$ cat config.mk
export PLATFORM = sky130hd
export DESIGN_NAME = acc_drain
export DESIGN_NICKNAME = d
export VERILOG_FILES = /design/src/rtl/acc_drain.sv
export SDC_FILE = /design/constraint.sdc
export NUM_CORES = 1
export LEC_CHECK = 0
export ABC_AREA = 1
export CORE_MARGIN = 10
export CORE_UTILIZATION = 40
export DETAILED_ROUTE_END_ITERATION = 6
export PLACE_DENSITY = 0.66
export SLEW_MARGIN = 20
export SYNTH_ARGS = -nofsm -noshare
export SYNTH_HDL_FRONTEND = slang
export SYNTH_SLANG_ARGS = --single-unit
$ cat constraint.sdc
create_clock -name clk -period 6.69 [get_ports clk]
set_input_delay 1.338 -clock clk [delete_from_list [all_inputs] [get_ports clk]]
set_output_delay 1.338 -clock clk [all_outputs]
set_load 0.01 [all_outputs]
$ cat src/rtl/acc_drain.sv
// Accumulator readout engine: snapshots all lanes on drain_start, clears them,
// and streams the snapshot as 16-bit words (int16 or packed int8) over valid/ready.
module acc_drain #(
  parameter int NUM_ACC = 8,
  parameter int CNT_W   = 3
) (
  input  logic                    clk,
  input  logic                    rst,
  input  logic                    drain_start,
  input  logic                    int8_mode,
  input  logic [NUM_ACC*16-1:0]   acc_in_int16,
  input  logic [NUM_ACC*8-1:0]    acc_in_int8,
  output logic                    acc_clr,
  output logic                    out_vld,
  input  logic                    out_rdy,
  output logic [15:0]             out_data,
  output logic                    out_last,
  output logic                    drain_busy,
  output logic                    drain_done
);

  localparam logic [1:0] S_IDLE = 2'd0;
  localparam logic [1:0] S_SEND = 2'd1;
  localparam logic [1:0] S_DONE = 2'd2;

  logic [1:0]       state_q, state_d;
  logic [CNT_W-1:0] cnt_q, cnt_d;
  logic             mode_q, mode_d;
  logic [15:0]      snap16_q [NUM_ACC];
  logic [7:0]       snap8_q  [NUM_ACC];

  logic             capture;
  logic             xfer;
  logic [CNT_W-1:0] last_idx;
  logic [15:0]      word;

  assign capture    = (state_q == S_IDLE) && drain_start;
  assign xfer       = (state_q == S_SEND) && out_rdy;
  assign last_idx   = mode_q ? CNT_W'(NUM_ACC/2 - 1) : CNT_W'(NUM_ACC - 1);

  // Clear coincides with the capture edge, so the snapshot holds pre-clear values.
  assign acc_clr    = capture && !rst;
  assign out_vld    = (state_q == S_SEND);
  assign drain_busy = (state_q == S_SEND);
  assign drain_done = (state_q == S_DONE);
  assign out_last   = (state_q == S_SEND) && (cnt_q == last_idx);
  assign out_data   = (state_q == S_SEND) ? word : '0;

  always_comb begin
    word = '0;
    if (mode_q) begin
      for (int unsigned i = 0; i < NUM_ACC/2; i++) begin
        if (cnt_q == CNT_W'(i)) word = {snap8_q[2*i+1], snap8_q[2*i]};
      end
    end else begin
      for (int unsigned i = 0; i < NUM_ACC; i++) begin
        if (cnt_q == CNT_W'(i)) word = snap16_q[i];
      end
    end
  end

  always_comb begin
    state_d = state_q;
    cnt_d   = cnt_q;
    mode_d  = mode_q;
    case (state_q)
      S_IDLE: begin
        if (drain_start) begin
          state_d = S_SEND;
          cnt_d   = '0;
          mode_d  = int8_mode;
        end
      end
      S_SEND: begin
        if (xfer) begin
          if (cnt_q == last_idx) state_d = S_DONE;
          else                   cnt_d   = cnt_q + 1'b1;
        end
      end
      S_DONE:  state_d = S_IDLE;
      default: state_d = S_IDLE;
    endcase
  end

  always_ff @(posedge clk) begin
    if (rst) begin
      state_q <= S_IDLE;
      cnt_q   <= '0;
      mode_q  <= 1'b0;
      for (int unsigned i = 0; i < NUM_ACC; i++) begin
        snap16_q[i] <= '0;
        snap8_q[i]  <= '0;
      end
    end else begin
      state_q <= state_d;
      cnt_q   <= cnt_d;
      mode_q  <= mode_d;
      if (capture) begin
        for (int unsigned i = 0; i < NUM_ACC; i++) begin
          snap16_q[i] <= acc_in_int16[16*i +: 16];
          snap8_q[i]  <= acc_in_int8[8*i +: 8];
        end
      end
    end
  end

endmodule
Cell sizes after repair:
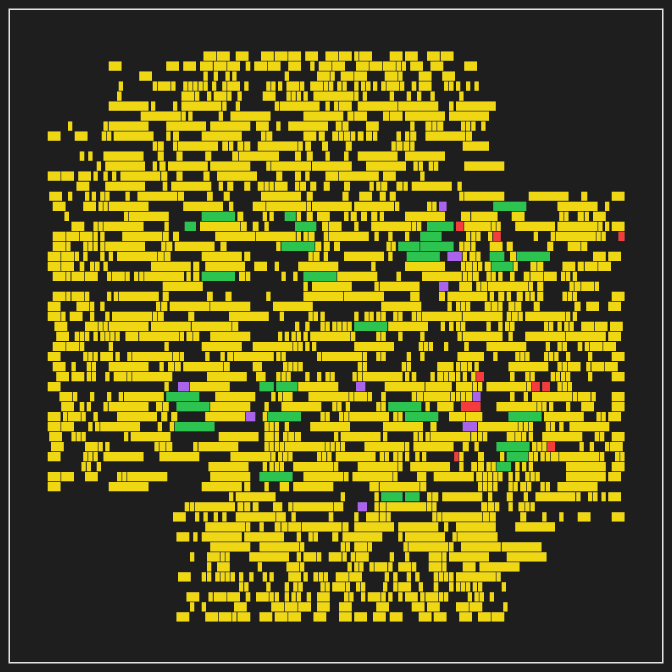
size	colour	cells	share
drive 6 and up	green	32	2.4%
drive 2	red	9	0.67%
drive 3 to 4	purple	9	0.67%
drive 1 or less	yellow	1,293	96%

Signal metal coverage by tile:
35 x 35 tiles, from dark blue (low) to red (high), scaled to the fullest tile. Values are wire area over tile area, all layers added.
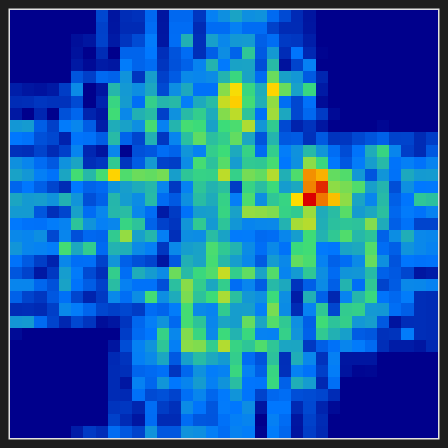
tiles over half the peak	7.3%
emptiest ninth of the die	north-east
mean over tiles	0.14
fullest tile	0.61
nearly empty tiles	21%

Placed standard cells:
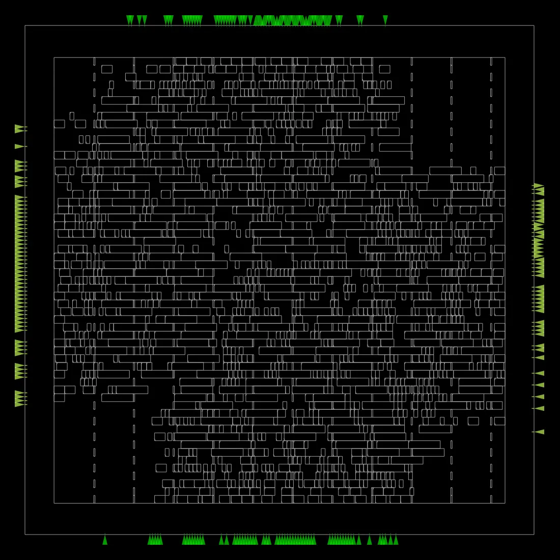
Finished Layout Cells: 1,669
fin util: 0.528
flop count: 198
Fill cells: 2,184
Tapcells: 324

Routed clock nets over the placement:
The bar under the picture is 50 um long.
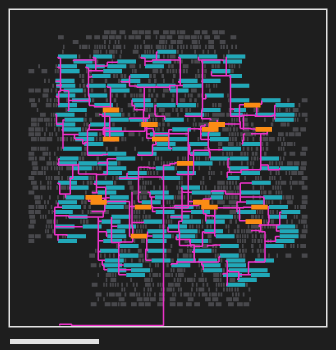
[clock wires] magenta | length: 2,250 um
[cells driving clock nets] orange | count: 17
[flip-flops] cyan | count: 198
routed clock nets	18

## area by class of cell
cell class | count | share of cell area
clock buffers | 17 | 0.0331
clock inverters | 15 | 0.0168
well taps | 324 | 0.0316
multi-input cells | 643 | 0.214
flip-flops and latches | 198 | 0.458
repair buffers | 222 | 0.173
diodes | 2 | 0.000390
inverters | 248 | 0.0729
## through the flow
step	std cells	cell area (um2)	hold WS, ps	util
2_1_floorplan	1148	9870	472	-
3_3_place_gp	1635	12200	489	0.501
3_5_place_dp	1635	12200	500	0.501
4_1_cts	1667	12800	509	0.528
5_1_grt	1668	12800	566	0.528
6_report	1669	12800	513	0.528
## worst reg2reg max path, stage by stage (launching register included)
cell     delay, ps
dfxtp_1        860
inv_1          570
o21ai_1        380
nor2_1          70
nor2_1         120
inv_1           70
nor2_1         210
nand2_1         80
a21oi_1        140
==> results.toml <==
# generated from flow reports
[sta]
postLayoutSetupSlackWorst_ps = 1590
drv_slew = 0
worstMarginPinSlew_ps = 997

[synthesis]
synth_nets = 1351
most_common_cell = "nor2_1"
muxShareOfSynthArea = 0
top_cells_by_area = "edfxtp_1, nor2_1, inv_1, nand2_1, nand3_1"
yosys.area.top_type = "edfxtp_1"
top_cells_by_count = "nor2_1, inv_1, edfxtp_1"
numSynthFlops = 198
synth.logic.top_family = "simple AND/OR/NAND/NOR gates"
edf_count = 192

[route]
drt-vias-per-instance = 4.62
drt_iter0_drc = 714
routed_wl_um = 26900

[status]
outcome = "complete, no violations"

[grt]
grt_usage = 0.170
grt_pass1_vias = 7704
grt_start_max_net_pins = 146
antenna_found_initial = 2

[pwr]
power.density_nw_per_um2 = 240
fin_total_pwr_mw = 3.09
power_switching_mw = 0.834
p_int_mw = 2.25
leakagePower_nw = 5.99
combPwrFrac = 0.150

[clock_tree]
post_cts.repair.setup_buffers = 0
clockRootBuffer = "clkbuf_16"
h-tree-depth = 4
path_clk_slew_ps = 80

[floorplan]
die-area_um2 = 31400
die_w_um = 177

[finish]
reg_top3 = "snap16_q (128), snap8_q (64), cnt_q (3)"
largest_reg_flops = 128

[setup_path]
rr_endpoint = "cnt_q[1]$_SDFFE_PP0P_"
critPathMaxStageDelay_ps = 630
r2r_cells = 8
